## src/rtl/eye_tracker_reg_bank.sv

```systemverilog
// Host register bank for the EyeTracker datapath: control registers, VSYNC-coherent
// status snapshots with a multi-byte read lock, and W1C sticky events driving an IRQ.
module eye_tracker_reg_bank #(
  parameter int DATA_WIDTH = 8,
  parameter int NUM_CTRL   = 4,
  parameter logic [NUM_CTRL*DATA_WIDTH-1:0] CTRL_INIT = 32'h0101_0100,
  parameter int NUM_STAT   = 7,
  parameter int STAT_WIDTH = 28,
  parameter int NUM_EVT    = 4,
  localparam int BYTES     = (STAT_WIDTH + DATA_WIDTH - 1) / DATA_WIDTH,
  localparam int REG_COUNT = NUM_CTRL + NUM_STAT*BYTES + 2
) (
  input  logic                           CLK,
  input  logic                           RST_N,
  input  logic [REG_COUNT-1:0]           iWE_BIT,
  input  logic [REG_COUNT-1:0]           iRE_BIT,
  input  logic [DATA_WIDTH-1:0]          iDATA,
  output logic [DATA_WIDTH-1:0]          oRD,
  output logic                           oRD_VALID,
  input  logic                           iVSYNC,
  input  logic [NUM_STAT*STAT_WIDTH-1:0] iSTAT,
  input  logic [NUM_EVT-1:0]             iEVT,
  output logic [NUM_CTRL*DATA_WIDTH-1:0] oCTRL,
  output logic                           oIRQ
);

  localparam int STAT_BASE    = NUM_CTRL;
  localparam int EVT_STAT_IDX = REG_COUNT - 2;
  localparam int EVT_EN_IDX   = REG_COUNT - 1;
  localparam int PAD_W        = BYTES * DATA_WIDTH;
  localparam int IDX_W        = (NUM_STAT > 1) ? $clog2(NUM_STAT) : 1;

  logic [DATA_WIDTH-1:0] r_ctrl   [NUM_CTRL];
  logic [STAT_WIDTH-1:0] r_shadow [NUM_STAT];
  logic [PAD_W-1:0]      w_shadow_pad [NUM_STAT];
  logic                  r_lock;
  logic [IDX_W-1:0]      r_lock_idx;
  logic                  r_pending;
  logic                  r_vsync_d;
  logic [NUM_EVT-1:0]    r_evt_stat;
  logic [NUM_EVT-1:0]    r_evt_en;
  logic [DATA_WIDTH-1:0] r_rd;
  logic                  r_rd_valid;
  logic                  r_irq;

  logic [DATA_WIDTH-1:0] w_rd;
  logic                  w_edge;
  logic                  w_load;
  logic                  w_lock_set;
  logic [IDX_W-1:0]      w_lock_set_idx;
  logic                  w_lock_clr;
  logic [NUM_EVT-1:0]    w_evt_clr;
  logic                  w_unused_stat_we;

  // Status indices are read-only; their write strobes are intentionally dropped.
  assign w_unused_stat_we = |iWE_BIT[STAT_BASE +: NUM_STAT*BYTES];

  for (genvar k = 0; k < NUM_CTRL; k++) begin : g_ctrl_out
    assign oCTRL[k*DATA_WIDTH +: DATA_WIDTH] = r_ctrl[k];
  end

  for (genvar s = 0; s < NUM_STAT; s++) begin : g_pad
    assign w_shadow_pad[s] = PAD_W'(r_shadow[s]);
  end

  always_comb begin
    w_rd = '0;
    for (int k = 0; k < NUM_CTRL; k++) begin
      if (iRE_BIT[k]) w_rd = w_rd | r_ctrl[k];
    end
    for (int s = 0; s < NUM_STAT; s++) begin
      for (int b = 0; b < BYTES; b++) begin
        if (iRE_BIT[STAT_BASE + s*BYTES + b])
          w_rd = w_rd | w_shadow_pad[s][b*DATA_WIDTH +: DATA_WIDTH];
      end
    end
    if (iRE_BIT[EVT_STAT_IDX]) w_rd = w_rd | DATA_WIDTH'(r_evt_stat);
    if (iRE_BIT[EVT_EN_IDX])   w_rd = w_rd | DATA_WIDTH'(r_evt_en);
  end

  // A byte-0 read takes (or re-takes) the lock; only the top byte of the locked word releases it.
  always_comb begin
    w_lock_set     = 1'b0;
    w_lock_set_idx = '0;
    w_lock_clr     = 1'b0;
    for (int s = 0; s < NUM_STAT; s++) begin
      if (iRE_BIT[STAT_BASE + s*BYTES]) begin
        w_lock_set     = 1'b1;
        w_lock_set_idx = IDX_W'(s);
      end
      if (iRE_BIT[STAT_BASE + s*BYTES + BYTES - 1] && (r_lock_idx == IDX_W'(s)))
        w_lock_clr = 1'b1;
    end
  end

  assign w_edge    = iVSYNC & ~r_vsync_d;
  assign w_load    = ~r_lock & (w_edge | r_pending);
  assign w_evt_clr = iWE_BIT[EVT_STAT_IDX] ? iDATA[NUM_EVT-1:0] : '0;

  always_ff @(posedge CLK or negedge RST_N) begin
    if (!RST_N) begin
      for (int k = 0; k < NUM_CTRL; k++) r_ctrl[k] <= CTRL_INIT[k*DATA_WIDTH +: DATA_WIDTH];
      for (int s = 0; s < NUM_STAT; s++) r_shadow[s] <= '0;
      r_lock     <= 1'b0;
      r_lock_idx <= '0;
      r_pending  <= 1'b0;
      r_vsync_d  <= 1'b0;
      r_evt_stat <= '0;
      r_evt_en   <= '0;
      r_rd       <= '0;
      r_rd_valid <= 1'b0;
      r_irq      <= 1'b0;
    end else begin
      for (int k = 0; k < NUM_CTRL; k++) begin
        if (iWE_BIT[k]) r_ctrl[k] <= iDATA;
      end
      if (w_load) begin
        for (int s = 0; s < NUM_STAT; s++) r_shadow[s] <= iSTAT[s*STAT_WIDTH +: STAT_WIDTH];
      end
      // A second VSYNC while a snapshot is already pending is simply absorbed.
      if (!r_lock)     r_pending <= 1'b0;
      else if (w_edge) r_pending <= 1'b1;
      if (w_lock_set) begin
        r_lock     <= 1'b1;
        r_lock_idx <= w_lock_set_idx;
      end else if (w_lock_clr) begin
        r_lock     <= 1'b0;
      end
      r_vsync_d  <= iVSYNC;
      r_evt_stat <= (r_evt_stat & ~w_evt_clr) | iEVT;
      if (iWE_BIT[EVT_EN_IDX]) r_evt_en <= iDATA[NUM_EVT-1:0];
      r_rd       <= w_rd;
      r_rd_valid <= |iRE_BIT;
      r_irq      <= |(r_evt_stat & r_evt_en);
    end
  end

  assign oRD       = r_rd;
  assign oRD_VALID = r_rd_valid;
  assign oIRQ      = r_irq;

endmodule

```

## config.mk

```make
export PLATFORM = sky130hd
export DESIGN_NAME = eye_tracker_reg_bank
export DESIGN_NICKNAME = d
export VERILOG_FILES = /design/src/rtl/eye_tracker_reg_bank.sv
export SDC_FILE = /design/constraint.sdc
export NUM_CORES = 1
export LEC_CHECK = 0
export ABC_AREA = 1
export CAP_MARGIN = 20
export CORE_UTILIZATION = 49
export CTS_CLUSTER_SIZE = 12
export DETAILED_ROUTE_END_ITERATION = 16
export PLACE_DENSITY = 0.86
export SYNTH_ARGS = -nofsm -noshare
export SYNTH_HDL_FRONTEND = slang
export SYNTH_SLANG_ARGS = --single-unit
```

## constraint.sdc

```tcl
create_clock -name CLK -period 1.3 [get_ports CLK]
set_input_delay 0.195 -clock CLK [delete_from_list [all_inputs] [get_ports CLK]]
set_output_delay 0.195 -clock CLK [all_outputs]
set_load 0.02 [all_outputs]
```

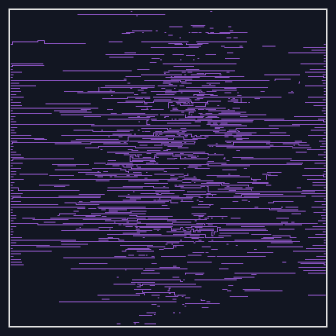
**Above:** M3 wires.
The layer holds 15% of the routed length. The longest straight run is 65.5 µm.

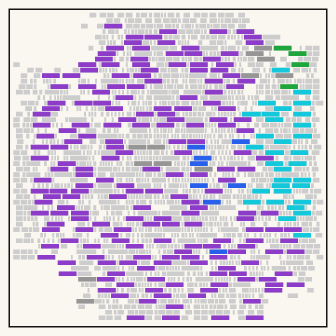
**Above:** sequential cells coloured by netlist name.
Blue stands for oRD, placed flops 8. Cyan stands for oCTRL, placed flops 32, where right middle. Purple stands for r_shadow, placed flops 196. Green stands for r_evt_stat, placed flops 4, where top right.

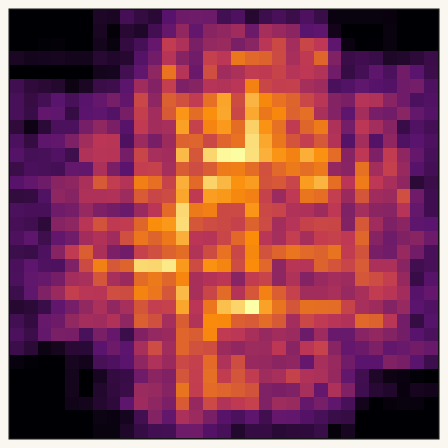
**Above:** routed metal per tile.
31 x 31 tiles, from black (low) to pale yellow (high), scaled to the fullest tile. Values are wire area over tile area, all layers added.
8.9% of the tiles are nearly empty. The fullest tile reaches 1.1. The mean over all tiles is 0.39. 30% of the tiles are over half the peak.

[sequential cells by signal (all words and copies together), names as in the netlist, 3 cells and up]
register    cells
oCTRL          32
r_evt_en        4
r_shadow      196
r_evt_stat      4
oRD             8
r_lock_idx      3
[synth_stat cells (4+ instances only)]
cell type and n:
dfrtp_1 249, nand3_1 212, nor2_1 76, o21ai_0 29
clkbuf_1 24, buf_2 60, nand4_1 10, mux2_2 22
inv_1 34, nand2_1 749, a22o_1 4, nor3_1 5
a21o_1 4
[per-layer routing]
layer	vias to the layer above	track usage	share of wire
met4	8	0.204	0.085
met1	6241	0.458	0.33
li1	5455	-	-
met2	1253	0.570	0.43
met3	359	0.0878	0.15
met5	-	0	0.0011
[power groups by stage]
stage / Combinational (W) / Clock [W] / Sequential (W)
detailed placement: 0.00326 / 0 / 0.00907
floorplan: 0.00112 / 0 / 0.00908
global placement: 0.00319 / 0 / 0.00905
CTS: 0.00328 / 0.00726 / 0.00892
finish: 0.00361 / 0.00741 / 0.00903
global route: 0.00383 / 0.00766 / 0.00905
[cell type report]
type | count | area (µm²)
antenna | 3 | 7.51
clock buffer | 43 | 806
clock inverter | 2 | 10.0
fill | 1565 | 6300
inverter | 36 | 143
multi-input combinational | 1127 | 5100
sequential | 252 | 6310
tap | 319 | 399
timing repair buffer | 408 | 4330
[worst paths after layout]
kind,start,end,slack (ps),depth (start not counted)
worst max-delay path,r_shadow[85]$_DFFE_PN0P_,oRD[1]$_DFF_PN0_,-180,6
worst min-delay path,RST_N,r_shadow[171]$_DFFE_PN0P_,130,2
worst max register to register,r_shadow[85]$_DFFE_PN0P_,oRD[1]$_DFF_PN0_,-180,6
worst min register to register,r_shadow[142]$_DFFE_PN0P_,r_shadow[142]$_DFFE_PN0P_,470,2
max in group asynchronous,RST_N,r_shadow[109]$_DFFE_PN0P_,530,3
min in group CLK,iVSYNC,r_vsync_d$_DFF_PN0_,190,1
[stage by stage]
step                TNS (ps)   util  power [W]  hold slack (ps)
global placement      -41570  0.661     0.0122             82.5
finish                 -4750  0.731     0.0201              126
global route           -8660  0.731     0.0205              162
floorplan                  0      -     0.0102             -101
CTS                     -305  0.693     0.0195              141
detailed placement    -45240  0.661     0.0123             81.8
[what timing repair did]
action                                  CTS  global route
hold buffers                              1             0
gates resized                           187           105
buffers inserted                         11             6
gates cloned                              0            23
pin swaps                                 0             4
endpoints found under the hold margin   249             0
endpoints found under the setup margin   42           103
[cell usage in the layout (no fill, tap or decap), types with 17 or more instances in the layout]
cell type / netlist / layout
nand2_1: 749 / 697
nand3_1: 212 / 211
clkbuf_16: 0 / 42
nor2_1: 76 / 74
inv_1: 34 / 33
dfrtp_1: 249 / 249
buf_2: 60 / 24
buf_6: 2 / 22
buf_4: 2 / 71
clkdlybuf4s50_1: 0 / 248
nand2_2: 1 / 36
mux2_2: 22 / 22
nand2_4: 2 / 21
o21ai_0: 29 / 29
buf_12: 0 / 17
[cells by family after synthesis]
group,synth area share
multiplexers,0.0213
buffers and inverters,0.0483
AND-OR/OR-AND,0.0213
flip-flops,0.541
AND/OR/NAND/NOR,0.368
==> results.sh <==
# flow metrics
export IMPL_outcome="complete, but fails checks"
export IMPL_failed_checks="setup timing"
export IMPL_yosysTopAreaCellShare=0.535
export IMPL_warnings=56
export IMPL_post_place_ws_ps=-375
export IMPL_switching_share=0.285
export IMPL_avgRoutedWirePerCell_um=23.5
export IMPL_setup_ws_ps=-176
export IMPL_fp_util=0.498
export IMPL_ys_seq_share=0.541
export IMPL_vias_per_cell=6.08
export IMPL_cts_tree="built"
export IMPL_drt_iter0_drc=1920
export IMPL_place_hpwl_um=32300
export IMPL_netlist_area_um2=11700
export IMPL_gp_congestion=0.979
export IMPL_avgSynthCellArea_um2=7.78
export IMPL_crit_path_end_kind="flop"
export IMPL_crit_path_max_incr_delay_ps=390
export IMPL_overflow=0
export IMPL_antenna_found_initial=7
export IMPL_area_leaders="dfrtp_1, nand2_1, nand3_1"
export IMPL_top_area_cell="dfrtp_1"
export IMPL_setup_violations=145
export IMPL_min_period_ps=1480
export IMPL_row_count=56
export IMPL_drive_above_1_share=0.153
export IMPL_ios=321
export IMPL_finalWirelength_um=51400
export IMPL_yosys_warnings=0
export IMPL_route_detailed_drc=0
export IMPL_irDropWorstVdd_mv=0.951
export IMPL_nNetsFinal=2130
export IMPL_yosysChipArea_um2=11700
export IMPL_finalHoldViolations=0
export IMPL_drv_cap=0
export IMPL_numPortBuffers=292
export IMPL_p_int_w=0.0143
export IMPL_drt_pass1_iter_count=6
export IMPL_cp_arrival_ps=1860
export IMPL_fmax_ghz=0.678
export IMPL_cts_buffers=26
export IMPL_crit_buf_inv=0
export IMPL_power_density_nw_per_um2=1170
export IMPL_path_class="reg -> reg"
export IMPL_critPathTopFamily="simple AND/OR/NAND/NOR gates"
export IMPL_skew_ps=18.7
export IMPL_yosysCellCount=1498
export IMPL_rsz0062_at_grt="yes"
export IMPL_clockPowerShare=0.370
export IMPL_placedCellCount=2102
export IMPL_slew_viol_final=0
export IMPL_area_delta_synth_final_pct=46.7
export IMPL_crit_fanout=2
export IMPL_die_w_um=156
export IMPL_die_h_um=156
export IMPL_synth_distinct_cells=23
export IMPL_path_cells="nand2_1, nand2_1, nor2_1, nand2_1, nor2_1, nand3_1"
export IMPL_chip_area_um2=24400
export IMPL_vias=13300
export IMPL_grt_usage=0.362
export IMPL_grt_pass1_vias=12000
export IMPL_synth_net_count=1777
export IMPL_grt_max_degree=63
export IMPL_synth_edff_count=0
export IMPL_synthFlopType="dfrtp_1"
export IMPL_instances_no_fill=2190
export IMPL_postRouteAntennaNets=0
export IMPL_clock_path_buffers=3
export IMPL_required_ps=1690
export IMPL_hold_class="in -> async"
export IMPL_final_area_um2=17100
export IMPL_coreArea_um2=23400
export IMPL_crit_top_cell="nand2_1"
export IMPL_cp_slowest_cell="dfrtp_1"
export IMPL_cts_max_level=1
export IMPL_power_frac_comb=0.180
export IMPL_post_dp_cell_area_um2=15500
export IMPL_cts_root_buf="clkbuf_16"
export IMPL_worst_skew_pair_late_latency_ps=550
export IMPL_worst_pin_slew_ps=410
export IMPL_ys_flops=252
export IMPL_grt_pass1_wl_um=66400
export IMPL_maxSlewHeadroom=0.726
export IMPL_finalClockPeriodUsage=1.14
export IMPL_cp_start_kind="flop"
export IMPL_synthCells=1498
Power figures rest on the tool's default switching activity, not on a simulated workload.
